<file path="src/rtl/ceres_dma_initiator.sv">
// ceres_dma_initiator
// Bus-initiator DMA that copies a contiguous run of cache lines from src to
// dst. Each line is a line-wide read followed by a full-strobe write on the
// SoC memory request/response interface.
//
// Optional feature macro: CERES_DMA_TIMEOUT_EN
//   When defined, a request waiting TIMEOUT_CYCLES cycles without a response
//   is dropped and the transfer ends with err_code_o = 3.
//
// Ports:
//   clk_i, rst_ni        clock, asynchronous active-low reset
//   start_i              single-cycle start pulse (honoured only when idle)
//   src_addr_i/dst_addr_i line-aligned byte addresses
//   len_i                number of lines to copy
//   abort_i              abort request, level-sampled while busy
//   busy_o               transfer in progress (RD/WR)
//   done_o               single-cycle completion pulse
//   err_o, err_code_o    sticky error flag and cause (1 misaligned, 2 abort, 3 timeout)
//   lines_done_o         lines completed in the current/last transfer
//   req_*                request channel (req_rw_o all-zero = read)
//   res_*                response channel
module ceres_dma_initiator #(
    parameter int unsigned LINE_W         = 128,
    parameter int unsigned LEN_W          = 16,
    parameter int unsigned TIMEOUT_CYCLES = 1024
) (
    input  logic                  clk_i,
    input  logic                  rst_ni,
    input  logic                  start_i,
    input  logic [31:0]           src_addr_i,
    input  logic [31:0]           dst_addr_i,
    input  logic [LEN_W-1:0]      len_i,
    input  logic                  abort_i,
    output logic                  busy_o,
    output logic                  done_o,
    output logic                  err_o,
    output logic [1:0]            err_code_o,
    output logic [LEN_W-1:0]      lines_done_o,
    output logic                  req_valid_o,
    output logic [31:0]           req_addr_o,
    output logic [LINE_W-1:0]     req_data_o,
    output logic [LINE_W/8-1:0]   req_rw_o,
    input  logic                  res_valid_i,
    input  logic                  res_ready_i,
    input  logic [LINE_W-1:0]     res_data_i
);

    localparam int unsigned BYTES  = LINE_W / 8;
    localparam int unsigned OFF_W  = $clog2(BYTES);
    localparam logic [31:0] STRIDE = 32'(BYTES);

    typedef enum logic [1:0] {
        ST_IDLE = 2'd0,
        ST_RD   = 2'd1,
        ST_WR   = 2'd2,
        ST_FIN  = 2'd3
    } state_e;

    state_e              state_r, state_n;
    logic [31:0]         src_cur_r, src_n;
    logic [31:0]         dst_cur_r, dst_n;
    logic [LEN_W-1:0]    len_r, len_n;
    logic [LEN_W-1:0]    lines_r, lines_n;
    logic [LINE_W-1:0]   line_buf_r, buf_n;
    logic                req_valid_r, valid_n;
    logic [31:0]         req_addr_r, addr_n;
    logic [LINE_W-1:0]   req_data_r, data_n;
    logic [BYTES-1:0]    req_rw_r, rw_n;
    logic                err_r, err_n;
    logic [1:0]          err_code_r, code_n;
    logic                abort_pend_r, abort_n;
    logic                busy_r, done_r;
    logic                abort_seen_s;
    logic                misaligned_s;

`ifdef CERES_DMA_TIMEOUT_EN
    localparam int unsigned TO_W = $clog2(TIMEOUT_CYCLES + 1);
    logic [TO_W-1:0]     to_cnt_r, to_n;
`else
    // The timeout length has no effect without the timeout feature.
    if (TIMEOUT_CYCLES == 0) begin : g_unused_timeout_cfg
    end
`endif

    assign misaligned_s = (|src_addr_i[OFF_W-1:0]) | (|dst_addr_i[OFF_W-1:0]);

    // Next-state and next-register computation for the copy sequencer.
    always_comb begin
        state_n      = state_r;
        src_n        = src_cur_r;
        dst_n        = dst_cur_r;
        len_n        = len_r;
        lines_n      = lines_r;
        buf_n        = line_buf_r;
        valid_n      = req_valid_r;
        addr_n       = req_addr_r;
        data_n       = req_data_r;
        rw_n         = req_rw_r;
        err_n        = err_r;
        code_n       = err_code_r;
        abort_n      = abort_pend_r;
        abort_seen_s = 1'b0;
`ifdef CERES_DMA_TIMEOUT_EN
        to_n         = to_cnt_r;
`endif
        case (state_r)
            ST_IDLE: begin
                if (start_i) begin
                    src_n   = src_addr_i;
                    dst_n   = dst_addr_i;
                    len_n   = len_i;
                    lines_n = {LEN_W{1'b0}};
                    err_n   = 1'b0;
                    code_n  = 2'd0;
                    abort_n = 1'b0;
                    if (misaligned_s) begin
                        state_n = ST_FIN;
                        err_n   = 1'b1;
                        code_n  = 2'd1;
                    end else if (len_i == {LEN_W{1'b0}}) begin
                        state_n = ST_FIN;
                    end else begin
                        state_n = ST_RD;
                    end
                end else begin
                    abort_n = 1'b0;
                end
            end
            ST_RD, ST_WR: begin
                // Abort is remembered so an in-flight request still completes.
                abort_seen_s = abort_i | abort_pend_r;
                abort_n      = abort_seen_s;
                if (req_valid_r) begin
                    if (res_valid_i) begin
                        valid_n = 1'b0;
`ifdef CERES_DMA_TIMEOUT_EN
                        to_n    = {TO_W{1'b0}};
`endif
                        if (state_r == ST_RD) begin
                            buf_n = res_data_i;
                            if (abort_seen_s) begin
                                state_n = ST_FIN;
                                err_n   = 1'b1;
                                code_n  = 2'd2;
                            end else begin
                                state_n = ST_WR;
                            end
                        end else begin
                            lines_n = lines_r + LEN_W'(1);
                            src_n   = src_cur_r + STRIDE;
                            dst_n   = dst_cur_r + STRIDE;
                            if (abort_seen_s) begin
                                state_n = ST_FIN;
                                err_n   = 1'b1;
                                code_n  = 2'd2;
                            end else if (lines_n == len_r) begin
                                state_n = ST_FIN;
                            end else begin
                                state_n = ST_RD;
                            end
                        end
                    end else begin
`ifdef CERES_DMA_TIMEOUT_EN
                        if (to_cnt_r == TO_W'(TIMEOUT_CYCLES - 1)) begin
                            valid_n = 1'b0;
                            to_n    = {TO_W{1'b0}};
                            state_n = ST_FIN;
                            err_n   = 1'b1;
                            code_n  = 2'd3;
                        end else begin
                            to_n = to_cnt_r + TO_W'(1);
                        end
`else
                        // Hold the request until the responder answers.
                        valid_n = 1'b1;
`endif
                    end
                end else if (abort_seen_s) begin
                    // Nothing in flight: stop before raising the next request.
                    state_n = ST_FIN;
                    err_n   = 1'b1;
                    code_n  = 2'd2;
                end else if (res_ready_i) begin
                    valid_n = 1'b1;
                    if (state_r == ST_RD) begin
                        addr_n = src_cur_r;
                        data_n = {LINE_W{1'b0}};
                        rw_n   = {BYTES{1'b0}};
                    end else begin
                        addr_n = dst_cur_r;
                        data_n = line_buf_r;
                        rw_n   = {BYTES{1'b1}};
                    end
                end else begin
                    valid_n = 1'b0;
                end
            end
            ST_FIN: begin
                state_n = ST_IDLE;
                abort_n = 1'b0;
            end
            default: begin
                state_n = ST_IDLE;
            end
        endcase
    end

    // State and datapath registers; request drops asynchronously on reset.
    always_ff @(posedge clk_i or negedge rst_ni) begin
        if (!rst_ni) begin
            state_r      <= ST_IDLE;
            src_cur_r    <= 32'h0000_0000;
            dst_cur_r    <= 32'h0000_0000;
            len_r        <= {LEN_W{1'b0}};
            lines_r      <= {LEN_W{1'b0}};
            line_buf_r   <= {LINE_W{1'b0}};
            req_valid_r  <= 1'b0;
            req_addr_r   <= 32'h0000_0000;
            req_data_r   <= {LINE_W{1'b0}};
            req_rw_r     <= {BYTES{1'b0}};
            err_r        <= 1'b0;
            err_code_r   <= 2'd0;
            abort_pend_r <= 1'b0;
            busy_r       <= 1'b0;
            done_r       <= 1'b0;
        end else begin
            state_r      <= state_n;
            src_cur_r    <= src_n;
            dst_cur_r    <= dst_n;
            len_r        <= len_n;
            lines_r      <= lines_n;
            line_buf_r   <= buf_n;
            req_valid_r  <= valid_n;
            req_addr_r   <= addr_n;
            req_data_r   <= data_n;
            req_rw_r     <= rw_n;
            err_r        <= err_n;
            err_code_r   <= code_n;
            abort_pend_r <= abort_n;
            busy_r       <= (state_n == ST_RD) || (state_n == ST_WR);
            done_r       <= (state_n == ST_FIN);
        end
    end

`ifdef CERES_DMA_TIMEOUT_EN
    // Wait counter for the in-flight request.
    always_ff @(posedge clk_i or negedge rst_ni) begin
        if (!rst_ni) begin
            to_cnt_r <= {TO_W{1'b0}};
        end else begin
            to_cnt_r <= to_n;
        end
    end
`endif

    assign busy_o       = busy_r;
    assign done_o       = done_r;
    assign err_o        = err_r;
    assign err_code_o   = err_code_r;
    assign lines_done_o = lines_r;
    assign req_valid_o  = req_valid_r;
    assign req_addr_o   = req_addr_r;
    assign req_data_o   = req_data_r;
    assign req_rw_o     = req_rw_r;

endmodule

</file>
<file path="config.mk">
export PLATFORM = sky130hd
export DESIGN_NAME = ceres_dma_initiator
export DESIGN_NICKNAME = d
export VERILOG_FILES = /design/src/rtl/ceres_dma_initiator.sv
export SDC_FILE = /design/constraint.sdc
export NUM_CORES = 1
export LEC_CHECK = 0
export ABC_CLOCK_PERIOD_IN_PS = 5100
export CORE_ASPECT_RATIO = 0.75
export CORE_UTILIZATION = 35
export CTS_BUF_LIST = sky130_fd_sc_hd__clkbuf_2 sky130_fd_sc_hd__clkbuf_4 sky130_fd_sc_hd__clkbuf_8
export DETAILED_ROUTE_END_ITERATION = 10
export SLEW_MARGIN = 10
export SYNTH_ARGS = -nofsm -noshare
export SYNTH_HDL_FRONTEND = slang
export SYNTH_SLANG_ARGS = --single-unit
</file>
<file path="constraint.sdc">
create_clock -name clk_i -period 5.1 [get_ports clk_i]
set_input_delay 1.02 -clock clk_i [delete_from_list [all_inputs] [get_ports clk_i]]
set_output_delay 1.02 -clock clk_i [all_outputs]
set_load 0.01 [all_outputs]
</file>
==> results.tsv <==
metric	value	unit
status	complete, but fails checks	
violations	design-rule violations	
irDropWorstVdd	0.403	mV
dp_cells	2656	
hold_class	input pin to async pin	
mux_share	0.121	
clockBufferDepth	3	
antenna_found_initial	5	
syn_nets	1916	
hpwl	34100	um
required	5.59	ns
syn-instance-count	1696	
max_stage_delay	0.81	ns
cp.depth	9	
crit_family	buffers and inverters	
instances_no_fill	2785	
crit_fanout	102	
r2r_slack	1.58	ns
end_kind	flop	
layout_top_cell	clkdlybuf4s50_1	
cts_tree	done	
dieWidth	262	um
ant_nets	0	
fin_setup_tns	0	ns
cap_violations	0	
preCtsSetupSlack	1.43	ns
drc	2	
n_all_buffers	431	
worst_pin_slew	1.05	ns
power_leakage	10.0	nW
drive_gt1_frac	0.145	
synthDistinctLibCells	63	
layout.nonclk_buf_frac	0.183	
fin_crit	3.52	ns
worstPathArrival	4.01	ns
ys_cells	1696	
lay_top_cells	410 x clkdlybuf4s50_1, 394 x dfrtp_1, 272 x nand2_1, 227 x o21ai_0, 146 x mux2_2	
crit_end	dst_cur_r[28]	
maxSlewHeadroom	0.299	
drv_slew	0	
num-fill-cells	4639	
critPathLaunchType	flop	
die_h	197	um
gr-usage-met1	0.271	
ys_sh_simple	0.159	
root_buffer	clkbuf_8	
diodes	4	
grt_pass1_wl	79300	um
initial_utilization	0.354	
syn_area	17700	um2
tool_warnings	36	
crit_buf_inv	3	
cts_setup_buffers	0	
nClkBuffers	110	
grt_max_degree	127	
## metal layers
layer	part of all wire	wire length, um
met2	0.44	22400
met1	0.45	22700
met4	0.024	1200
met3	0.082	4110
met5	0.00054	27
## state kept, by name, indices dropped and copies added (netlist names), 16 cells and up
name / count
line_buf_r: 128
req_data_o: 128
dst_cur_r: 32
req_addr_o: 32
src_cur_r: 32
len_r: 16
lines_done_o: 16
## Yosys cell counts (6+ instances only)
| library cell | instances | area share |
|---|---|---|
| and4_1 | 9 | 0.0044 |
| nand2b_1 | 132 | 0.047 |
| a31oi_1 | 6 | 0.0021 |
| mux2_2 | 146 | 0.093 |
| a22o_1 | 9 | 0.0044 |
| a21oi_1 | 62 | 0.018 |
| nor4_1 | 10 | 0.0035 |
| buf_4 | 17 | 0.0072 |
| dfrtp_1 | 394 | 0.56 |
| xnor2_1 | 9 | 0.0044 |
| and3_1 | 13 | 0.0046 |
| clkbuf_1 | 104 | 0.022 |
| o21ai_0 | 227 | 0.064 |
| nor3_1 | 15 | 0.0042 |
| nor2_1 | 33 | 0.0070 |
| inv_1 | 10 | 0.0021 |
| mux2i_1 | 50 | 0.028 |
| nand2_1 | 272 | 0.058 |
| nand3_1 | 39 | 0.011 |
| o22ai_1 | 22 | 0.0078 |
| ha_1 | 6 | 0.0042 |
| nand4_1 | 19 | 0.0067 |
| a32oi_1 | 15 | 0.0074 |
## worst register-to-register path, delay by kind of cell, from the launching register on
kind            cells  cell delay (ns)
simple gates        1             0.22
buf+inv             3             1.55
fa+ha+maj           1             0.34
compound gates      4             0.87
flops               1             0.39
## report_power, final
| group | switching (mW) | total (mW) | internal (mW) |
|---|---|---|---|
| Sequential | 0.957 | 5.45 | 4.49 |
| Clock | 1.35 | 3.04 | 1.69 |
| Combinational | 3.05 | 5.97 | 2.93 |
Fig. 1: routed metal, one color a layer
Only two layers are drawn.
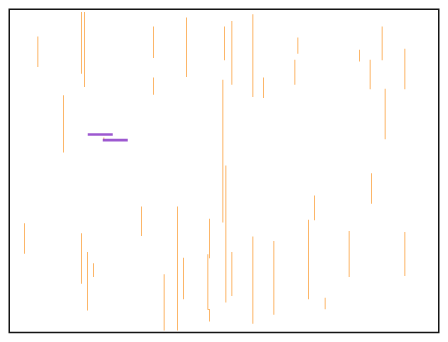
layer	color	wire length
metal 4	orange	1,200 um
metal 5	purple	27.6 um
via count: 14.2k
GR Util All Layers: 0.196

Fig. 2: signal wires on met2
Scale bar: 100 um.
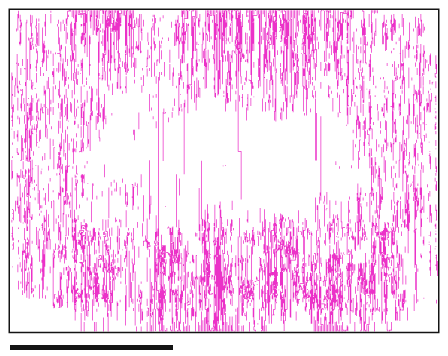
share of all routed wire	44%
nets with wire on the layer	1,944
longest straight run	101 um
wire length on this layer	22.4 mm
main direction	vertical
M2 GR Usage: 0.289
Post-Route WL: 50,400 um

Fig. 3: wires at chosen ports, followed through buffers
Scale bar: 100 um.
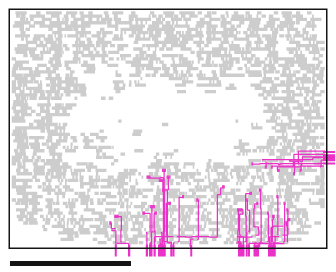
port	color	bits	direction	end cells	buffers	wire
`src_addr_i`	magenta	32	input	33	32	1,540 um
IO Port Bufs: 411
IO Pins: 412

Fig. 4: register map, names as in the netlist
Other sequential cells in the stronger gray, the rest of the logic in the fainter gray.
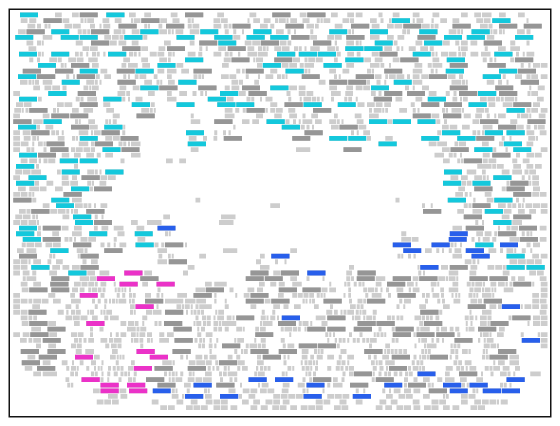
netlist name	color	flops
`req_addr_o`	blue	32
`line_buf_r`	cyan	128
`lines_done_o`	magenta	16
Seq/total area: 0.413
utilization after layout: 0.476

